File: src/rtl/dot_product_ctrl_pkg.sv
// Shared types and default widths for the dot-product sequencer.
// State encoding plus lane geometry used by the controller and MAC.
package dot_pkg;

    localparam int DW_IN     = 8;
    localparam int DW_OUT    = 16;
    localparam int ADDR_W    = 4;
    localparam int PARA_DEG  = 2;
    localparam int LANE_W_IN = DW_IN;

    typedef enum logic [2:0] {
        S_IDLE,
        S_CLEAR,
        S_READ,
        S_DRAIN,
        S_WRITE,
        S_DONE
    } state_t;

endpackage

File: src/rtl/dot_product_ctrl_if.sv
// SRAM-side bus of the dot-product sequencer: two read ports,
// one write port and the shared clear strobe.
interface dot_product_ctrl_if
    import dot_pkg::*;
#(
    parameter int Data_Width_In  = DW_IN,
    parameter int Data_Width_Out = DW_OUT,
    parameter int Addr_Width     = ADDR_W,
    parameter int Para_Deg       = PARA_DEG
);
    logic                               Mem_Clear;
    logic                               In_Chip_Select;
    logic                               In_En_Read;
    logic [Addr_Width-1:0]              In_Read_Addr;
    logic [Para_Deg*Data_Width_In-1:0]  In_Read_Data0;
    logic [Para_Deg*Data_Width_In-1:0]  In_Read_Data1;
    logic                               Out_Chip_Select;
    logic                               Out_En_Write;
    logic [Addr_Width-1:0]              Out_Write_Addr;
    logic [Para_Deg*Data_Width_Out-1:0] Out_Write_Data;

    modport master (
        output Mem_Clear, In_Chip_Select, In_En_Read, In_Read_Addr,
        output Out_Chip_Select, Out_En_Write, Out_Write_Addr, Out_Write_Data,
        input  In_Read_Data0, In_Read_Data1
    );

    modport slave (
        input  Mem_Clear, In_Chip_Select, In_En_Read, In_Read_Addr,
        input  Out_Chip_Select, Out_En_Write, Out_Write_Addr, Out_Write_Data,
        output In_Read_Data0, In_Read_Data1
    );
endinterface

File: src/rtl/dot_product_ctrl_mac.sv
// Combinational multiply of all lanes and adder tree into one
// partial sum one bit wider than the result word.
module dot_mac_lanes
    import dot_pkg::*;
#(
    parameter int Data_Width_In  = DW_IN,
    parameter int Data_Width_Out = DW_OUT,
    parameter int Para_Deg       = PARA_DEG
) (
    input  logic [Para_Deg*Data_Width_In-1:0] i_a,
    input  logic [Para_Deg*Data_Width_In-1:0] i_b,
    output logic [Data_Width_Out:0]           o_sum
);
    localparam int PW = 2 * Data_Width_In;

    logic [PW-1:0]         w_prod [Para_Deg];
    logic [Data_Width_Out:0] w_sum;

    for (genvar k = 0; k < Para_Deg; k++) begin : g_lane
        logic [PW-1:0] w_a;
        logic [PW-1:0] w_b;
        assign w_a = PW'(i_a[k*Data_Width_In +: Data_Width_In]);
        assign w_b = PW'(i_b[k*Data_Width_In +: Data_Width_In]);
        assign w_prod[k] = w_a * w_b;
    end

    // Sum the per-lane products.
    always_comb begin
        w_sum = '0;
        for (int k = 0; k < Para_Deg; k++) begin
            w_sum = w_sum + (Data_Width_Out+1)'(w_prod[k]);
        end
    end

    assign o_sum = w_sum;
endmodule

File: src/rtl/dot_product_ctrl.sv
// Dot-product sequencer: streams Len words from two SRAMs, accumulates
// lane products, writes the scalar result and pulses Done.
module dot_product_ctrl
    import dot_pkg::*;
#(
    parameter int Data_Width_In  = DW_IN,
    parameter int Data_Width_Out = DW_OUT,
    parameter int Addr_Width     = ADDR_W,
    parameter int Ram_Depth      = 1 << Addr_Width,
    parameter int Para_Deg       = PARA_DEG
) (
    input  logic                      clk,
    input  logic                      rst,
    input  logic                      Start,
    input  logic                      Clear_Req,
    input  logic [Addr_Width-1:0]     Base_Addr,
    input  logic [Addr_Width:0]       Len,
    input  logic [Addr_Width-1:0]     Out_Addr,
    output logic                      Busy,
    output logic                      Done,
    output logic                      Overflow,
    output logic [Data_Width_Out-1:0] Result,
    dot_product_ctrl_if.master        mem
);
    localparam logic [Addr_Width:0] RAM_LEN = (Addr_Width+1)'(Ram_Depth);

    state_t                     r_state;
    state_t                     w_next;
    logic [Addr_Width-1:0]      r_addr;
    logic [Addr_Width:0]        r_left;
    logic [Addr_Width-1:0]      r_oaddr;
    logic                       r_vld;
    logic [Data_Width_Out-1:0]  r_acc;
    logic                       r_ovf;
    logic [Data_Width_Out-1:0]  r_result;
    logic [Addr_Width:0]        w_len;
    logic [Data_Width_Out:0]    w_part;
    logic [Data_Width_Out+1:0]  w_acc_sum;
    logic                       w_go;

    assign w_len     = (Len > RAM_LEN) ? RAM_LEN : Len;
    assign w_go      = (r_state == S_IDLE) && !Clear_Req && Start;
    assign w_acc_sum = (Data_Width_Out+2)'(r_acc)
                     + (Data_Width_Out+2)'(w_part);

    dot_mac_lanes #(
        .Data_Width_In  (Data_Width_In),
        .Data_Width_Out (Data_Width_Out),
        .Para_Deg       (Para_Deg)
    ) u_mac (
        .i_a   (mem.In_Read_Data0),
        .i_b   (mem.In_Read_Data1),
        .o_sum (w_part)
    );

    // State register.
    always_ff @(posedge clk) begin
        if (rst) r_state <= S_IDLE;
        else     r_state <= w_next;
    end

    // Next-state selection; clear wins over start in IDLE.
    always_comb begin
        w_next = r_state;
        unique case (r_state)
            S_IDLE: begin
                if (Clear_Req)       w_next = S_CLEAR;
                else if (Start)      w_next = (w_len == '0) ? S_WRITE : S_READ;
            end
            S_CLEAR: w_next = S_IDLE;
            S_READ:  if (r_left == (Addr_Width+1)'(1)) w_next = S_DRAIN;
            S_DRAIN: w_next = S_WRITE;
            S_WRITE: w_next = S_DONE;
            S_DONE:  w_next = S_IDLE;
            default: w_next = S_IDLE;
        endcase
    end

    // Outputs decoded from state; everything idles at zero.
    always_comb begin
        Busy                = (r_state != S_IDLE);
        Done                = 1'b0;
        mem.Mem_Clear       = 1'b0;
        mem.In_Chip_Select  = 1'b0;
        mem.In_En_Read      = 1'b0;
        mem.In_Read_Addr    = '0;
        mem.Out_Chip_Select = 1'b0;
        mem.Out_En_Write    = 1'b0;
        mem.Out_Write_Addr  = '0;
        mem.Out_Write_Data  = '0;
        unique case (r_state)
            S_CLEAR: mem.Mem_Clear = 1'b1;
            S_READ: begin
                mem.In_Chip_Select = 1'b1;
                mem.In_En_Read     = 1'b1;
                mem.In_Read_Addr   = r_addr;
            end
            S_WRITE: begin
                mem.Out_Chip_Select = 1'b1;
                mem.Out_En_Write    = 1'b1;
                mem.Out_Write_Addr  = r_oaddr;
                mem.Out_Write_Data[Data_Width_Out-1:0] = r_acc;
            end
            S_DONE:  Done = 1'b1;
            default: ;
        endcase
    end

    // Operand latch, address walk, accumulation and result capture.
    always_ff @(posedge clk) begin
        if (rst) begin
            r_addr   <= '0;
            r_left   <= '0;
            r_oaddr  <= '0;
            r_vld    <= 1'b0;
            r_acc    <= '0;
            r_ovf    <= 1'b0;
            r_result <= '0;
        end else begin
            r_vld <= (r_state == S_READ);
            if (w_go) begin
                r_addr  <= Base_Addr;
                r_left  <= w_len;
                r_oaddr <= Out_Addr;
                r_acc   <= '0;
                r_ovf   <= 1'b0;
            end
            if (r_state == S_READ) begin
                r_addr <= r_addr + 1'b1;
                r_left <= r_left - 1'b1;
            end
            if (r_vld) begin
                r_acc <= w_acc_sum[Data_Width_Out-1:0];
                if (w_acc_sum[Data_Width_Out+1:Data_Width_Out] != '0)
                    r_ovf <= 1'b1;
            end
            if (r_state == S_WRITE) r_result <= r_acc;
        end
    end

    assign Overflow = r_ovf;
    assign Result   = r_result;
endmodule

File: src/flat_wrapper.sv
// flat-port wrapper written by rule: the top's interface ports become plain ports
module dot_product_ctrl_flat import dot_pkg::*;
#(
    parameter int Data_Width_In  = DW_IN,
    parameter int Data_Width_Out = DW_OUT,
    parameter int Addr_Width     = ADDR_W,
    parameter int Ram_Depth      = 1 << Addr_Width,
    parameter int Para_Deg       = PARA_DEG
)
  (clk, rst, Start, Clear_Req, Base_Addr, Len, Out_Addr, Busy, Done, Overflow, Result, mem_Mem_Clear, mem_In_Chip_Select, mem_In_En_Read, mem_In_Read_Addr, mem_Out_Chip_Select, mem_Out_En_Write, mem_Out_Write_Addr, mem_Out_Write_Data, mem_In_Read_Data0, mem_In_Read_Data1);
  dot_product_ctrl_if #(.Data_Width_In(Data_Width_In), .Data_Width_Out(Data_Width_Out), .Addr_Width(Addr_Width), .Para_Deg(Para_Deg)) mem_i ();
  input  logic clk;
  input  logic rst;
  input  logic Start;
  input  logic Clear_Req;
  input  logic [Addr_Width-1:0] Base_Addr;
  input  logic [Addr_Width:0] Len;
  input  logic [Addr_Width-1:0] Out_Addr;
  output logic Busy;
  output logic Done;
  output logic Overflow;
  output logic [Data_Width_Out-1:0] Result;
  output wire logic [$bits(mem_i.Mem_Clear)-1:0] mem_Mem_Clear;
  output wire logic [$bits(mem_i.In_Chip_Select)-1:0] mem_In_Chip_Select;
  output wire logic [$bits(mem_i.In_En_Read)-1:0] mem_In_En_Read;
  output wire logic [$bits(mem_i.In_Read_Addr)-1:0] mem_In_Read_Addr;
  output wire logic [$bits(mem_i.Out_Chip_Select)-1:0] mem_Out_Chip_Select;
  output wire logic [$bits(mem_i.Out_En_Write)-1:0] mem_Out_En_Write;
  output wire logic [$bits(mem_i.Out_Write_Addr)-1:0] mem_Out_Write_Addr;
  output wire logic [$bits(mem_i.Out_Write_Data)-1:0] mem_Out_Write_Data;
  input wire logic [$bits(mem_i.In_Read_Data0)-1:0] mem_In_Read_Data0;
  input wire logic [$bits(mem_i.In_Read_Data1)-1:0] mem_In_Read_Data1;
  assign mem_Mem_Clear = mem_i.Mem_Clear;
  assign mem_In_Chip_Select = mem_i.In_Chip_Select;
  assign mem_In_En_Read = mem_i.In_En_Read;
  assign mem_In_Read_Addr = mem_i.In_Read_Addr;
  assign mem_Out_Chip_Select = mem_i.Out_Chip_Select;
  assign mem_Out_En_Write = mem_i.Out_En_Write;
  assign mem_Out_Write_Addr = mem_i.Out_Write_Addr;
  assign mem_Out_Write_Data = mem_i.Out_Write_Data;
  assign mem_i.In_Read_Data0 = mem_In_Read_Data0;
  assign mem_i.In_Read_Data1 = mem_In_Read_Data1;
  dot_product_ctrl #(.Data_Width_In(Data_Width_In), .Data_Width_Out(Data_Width_Out), .Addr_Width(Addr_Width), .Ram_Depth(Ram_Depth), .Para_Deg(Para_Deg)) u_core (.clk(clk), .rst(rst), .Start(Start), .Clear_Req(Clear_Req), .Base_Addr(Base_Addr), .Len(Len), .Out_Addr(Out_Addr), .Busy(Busy), .Done(Done), .Overflow(Overflow), .Result(Result), .mem(mem_i));
endmodule
File: config.mk
export PLATFORM = sky130hd
export DESIGN_NAME = dot_product_ctrl_flat
export DESIGN_NICKNAME = d
export VERILOG_FILES = /design/src/rtl/dot_product_ctrl_pkg.sv /design/src/rtl/dot_product_ctrl_if.sv /design/src/rtl/dot_product_ctrl_mac.sv /design/src/rtl/dot_product_ctrl.sv /design/src/flat_wrapper.sv
export SDC_FILE = /design/constraint.sdc
export NUM_CORES = 1
export LEC_CHECK = 0
export CAP_MARGIN = 20
export CORE_AREA = 2 2 222 115
export CTS_BUF_LIST = sky130_fd_sc_hd__clkbuf_4 sky130_fd_sc_hd__clkbuf_8 sky130_fd_sc_hd__clkbuf_16
export CTS_CLUSTER_SIZE = 28
export DETAILED_ROUTE_END_ITERATION = 6
export DIE_AREA = 0 0 224 117
export GPL_TIMING_DRIVEN = 0
export PLACE_DENSITY_LB_ADDON = 0.2
export SLEW_MARGIN = 20
export SYNTH_ARGS = -nofsm -noshare
export SYNTH_HDL_FRONTEND = slang
export SYNTH_SLANG_ARGS = --single-unit
File: constraint.sdc
create_clock -name clk -period 12.1 [get_ports clk]
set_input_delay 2.42 -clock clk [delete_from_list [all_inputs] [get_ports clk]]
set_output_delay 2.42 -clock clk [all_outputs]
set_load 0.02 [all_outputs]
**Placement density heat map**

Scale: 1.5 px per um. The die is cut into 22 by 12 equal tiles; black is low, pale yellow is high, 0 to 100% covered.
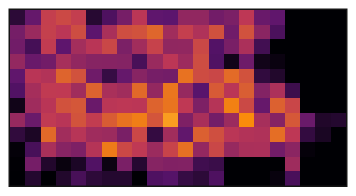
nearly empty tiles = 19%
mean over tiles = 32%
densest ninth of the die = centre
emptiest ninth of the die = north-east
tiles over 75% full = 0.80%
placeable core region: 24,500 um2
fp util: 0.292

**Placement by cell class**

Scale: 2 px per um. Fill, decap, tap and diode cells in grey.
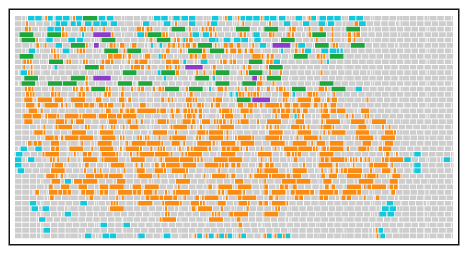
clock drivers and dummy loads -> purple  # cells 7
remaining buffers and delay cells -> cyan  # cells 133
remaining logic cells -> orange  # cells 778
registers -> green  # cells 50

==> notes.md <==
State of the implementation.

- The flow ran to the end, and the final reports show no timing, DRC or antenna violations.
- The min-delay analysis places its worst path in the category flip-flop to flip-flop.
- According to the timing report, the data required time at the worst endpoint equals 12,310 ps.
- The proportion of power drawn by the clock network is 0.068, for reference.
- The maximum level of the CTS H-tree is 2, for reference.
- The average instance area after synthesis is 8.40 um2, for reference.
- The total number of clock tree sinks is 50, for reference.
- The post-detailed-routing wire length is 19.5 mm, for reference.
- The part of the cycle the worst path needs is 0.680, for reference.
- The total clock buffers created by CTS is 5, for reference.
- Yosys reports that the most numerous cell types are sky130_fd_sc_hd__inv_1 (184), sky130_fd_sc_hd__nand2_1 (115), sky130_fd_sc_hd__fa_1 (112).
- The final hold violation count is 0, for reference.
- The endpoint class of the critical path is a flip-flop, for reference.
- Post-synthesis, Yosys gives the total cell area as 7140 um2.
- For this sky-water flow run, the detailed-routed wirelength per cell is reported as 15.1 um.
- The slack of the critical path is 3880 ps, for reference.
- The pre-CTS setup check shows a worst slack of 3620 ps.
- The final core utilization is 0.355, for reference.
- The standard cell area after detailed placement is 8550 um2, for reference.
- The die is 224 um wide.
- By instance count, the leading cell after synthesis is sky130_fd_sc_hd__inv_1.
- Hold repair after CTS inserted 0 buffers.
- The final standard cell area without fillers is 8690 um2, for reference.
- Entering global routing, the biggest net connects 14 pins.
- Based on the critical path, the design can be clocked at up to 122 MHz.
- The power density normalized to cell area is 240 nW/um2, for reference.
- The report lists the number of cells resized after CTS as 0.
- Of all cell types, the one taking the most synthesized area is sky130_fd_sc_hd__fa_1.
- Switching power as a fraction of the total was reported as 0.533.
- The total overflow left after global routing is 0.
- Ranked by total cell area, the synthesized netlist is headed by sky130_fd_sc_hd__fa_1 (31%), sky130_fd_sc_hd__dfxtp_1 (14%), sky130_fd_sc_hd__ha_1 (13%).
- The clock insertion delay at the later pin of the skew report is 300 ps, for reference.
- The timing report gives the clock slew at the launch and capture registers of the worst setup and hold paths as 70 ps.
- Across all layers, the routed design uses 5,746 vias.
- In this run the vertical extent of the chip is 117 um.
- The root buffer cell is sky130_fd_sc_hd__clkbuf_16, for reference.
- The final cell count without fillers is 1,290, for reference.
- The worst-case clock buffer depth is 2, for reference.
- Adding up every negative setup slack in the final design gives 0 ps.
- At the pin with the least slew margin, the transition time is 735 ps.
- The leakage power in the latest report is 4.21 nW.
- The average vias per placed instance is 4.45, for reference.
- After its last routability iteration, the placer logged a weighted congestion of 0.826.
- In the final design database the tool counted 1,202 nets.
- In this run the remaining antenna-violating nets after routing total 0.
- The post-synthesis sequential element count is 50, for reference.
- The warning count from the yosys run is 0, for reference.
- The critical path is of the input port to flip-flop type.
- The portion of synthesized cell area occupied by the leading cell type is 0.314, for reference.
- The internal power of the cells totals 0.977 mW.
- Subtracting the final worst setup slack from the clock period gives 8220 ps.
- The total DRC errors in the routed layout is 0, for reference.
- The share of total power dissipated in sequential elements is 0.096.
- The first-pass GRT wire length is 32.0 mm, for reference.
- In the final layout, the share of cells above drive strength 1 is 0.0331.
- After floorplanning, the die was sized to cover 26,200 um2.
- The switching power is 1.11 mW, for reference.
- For this run, the total global-route usage over all layers was measured as 0.158.
- The sequential share of the synthesized area is 0.140, for reference.
- The buffer_ports step reported a buffer count of 95.
- Per the placement report, the placed cell count is 1,283.
- The worst setup path startpoint is mem_In_Read_Data1[4], for reference.
- Across the routed clock network, the largest skew measured is 7.17 ps.
- The number of detailed-route iterations in the first pass is 4, for reference.
- The detailed placement HPWL is 17.1 mm, for reference.
- Per the run summary, max-cap violations total 0.
- The number of global-route vias before repair was 5,866.
- The count of pins over their slew limit is 0, for reference.
- The source of the worst hold timing path is u_core.r_oaddr[2]$_SDFFE_PP0P_, for reference.
- The final antenna diode tally reported by the flow is 0.
- Per the post-synthesis report, the number of cells in the design is 851.
- The count of final setup violators is 0, for reference.
- After floorplanning, the core was divided into 41 placement rows.
- Setup repair after global routing left no endpoint under its margin.
- The highest supply drop recorded on VDD is 0.240 mV.
- Of the total power, combinational logic draws 0.835.
- Headroom to the max-slew limit came out at 0.510.
- Per the repair_timing log after CTS, setup buffers inserted total 0.
- Yosys mapped a number of flops with a built-in enable equal to 0.
- The total number of warnings across the stage logs is 27, for reference.
**Zoomed window**

Window x 100 to 125, y 46 to 71 um. Cells in grey, sequential cells in the stronger grey; small squares are vias.
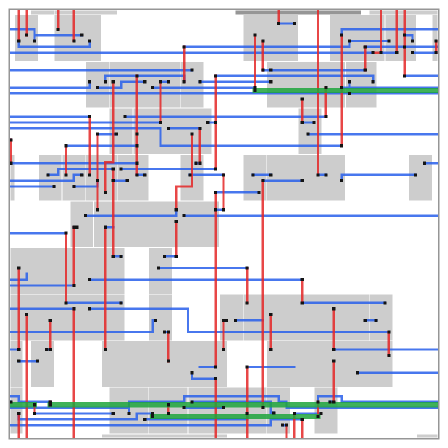
M2 -> red
M1 -> blue
M3 -> green
cells with their middle in the window = 39
most frequent = inv_1 (14), fa_1 (6), nand2_1 (5)
sequential cells in the window = 0

## flip-flops by register name (all words and copies together) (netlist names)
| register | count |
|---|---|
| u_core.Result | 16 |
| u_core.r_acc | 16 |
| u_core.r_left | 5 |
| u_core.r_addr | 4 |
| u_core.r_oaddr | 4 |
| u_core.r_state | 3 |
| u_core.Overflow | 1 |
| u_core.r_vld | 1 |
## area by class of cell
| cell class | instances | area (um2) |
|---|---|---|
| Clock buffer | 7 | 140 |
| Sequential cell | 50 | 1000 |
| Inverter | 185 | 694 |
| Fill cell | 2574 | 15800 |
| Timing Repair Buffer | 95 | 951 |
| Tap cell | 322 | 403 |
| Buffer | 38 | 215 |
| Multi-Input combinational cell | 593 | 5290 |
## cell families after synthesis
logic type	share of synthesized area
and+or+nand+nor	0.196
AOI/OAI and AO/OA	0.0771
other	0.000525
DFF	0.140
muxes	0.00420
adders and majority gates	0.442
buffers and inverters	0.127
xor gates and xnor gates	0.0135
## layout by cell type (no fill, tap or decap), drive strengths merged, types with 3 or more instances in the layout
cell             n
clkdlybuf4s50   95
nor3b            4
a21o             5
xnor2            7
buf             23
dfxtp           50
a21oi           52
ha              73
and3            12
a211oi           4
xor2             4
mux2i            3
clkbuf          22
fa             112
nand2          115
nand3            5
nor3            11
a31oi            5
nor4             5
inv            184
nor2            47
conb            16
o21ai            9
and2            81
## final timing paths
check	depth (start not counted)	slack, ps	to
worst max-delay path	19	3880	u_core.Overflow$_SDFF_PP0_
worst max register to register	15	7520	u_core.Overflow$_SDFF_PP0_
worst min-delay path	2	450	u_core.r_oaddr[2]$_SDFFE_PP0P_
worst min register to register	2	450	u_core.r_oaddr[2]$_SDFFE_PP0P_
## worst max-delay path: stages
cell and delay [ps]:
sky130_fd_sc_hd__clkdlybuf4s50_1 650, sky130_fd_sc_hd__and2_1 280, sky130_fd_sc_hd__fa_1 550, sky130_fd_sc_hd__inv_1 60
sky130_fd_sc_hd__fa_1 460, sky130_fd_sc_hd__fa_1 510, sky130_fd_sc_hd__inv_1 50, sky130_fd_sc_hd__fa_1 520
sky130_fd_sc_hd__fa_1 510, sky130_fd_sc_hd__inv_1 60, sky130_fd_sc_hd__fa_1 470, sky130_fd_sc_hd__inv_1 40
sky130_fd_sc_hd__ha_1 370, sky130_fd_sc_hd__and3_1 240, sky130_fd_sc_hd__a221oi_4 370, sky130_fd_sc_hd__o21bai_2 190
sky130_fd_sc_hd__a221oi_2 310, sky130_fd_sc_hd__xor2_1 110, sky130_fd_sc_hd__a311oi_1 250
## per-layer routing
metal | part of all wire | GRT usage | wire (um)
met1 | 0.57 | 0.262 | 11200
met2 | 0.38 | 0.217 | 7370
met3 | 0.045 | 0.0247 | 881
met4 | 0.0037 | 0.0133 | 73
met5 | 0 | 0 | 0
## power by group through the flow
stage          sequential (mW)  clock, mW  combinational, mW
3_3_place_gp             0.206          0               1.72
6_report                 0.201      0.143               1.75
4_1_cts                  0.202      0.147               1.75
2_1_floorplan            0.198          0               1.31
5_1_grt                  0.204      0.156               2.03
3_5_place_dp             0.206          0               1.72
## metrics by stage
stage	hold WS [ps]	total power, mW
floorplan	432	1.51
global placement	440	1.92
detailed placement	446	1.93
CTS	456	2.10
global route	473	2.39
finish	455	2.09
Power and IR drop assume default switching activity.
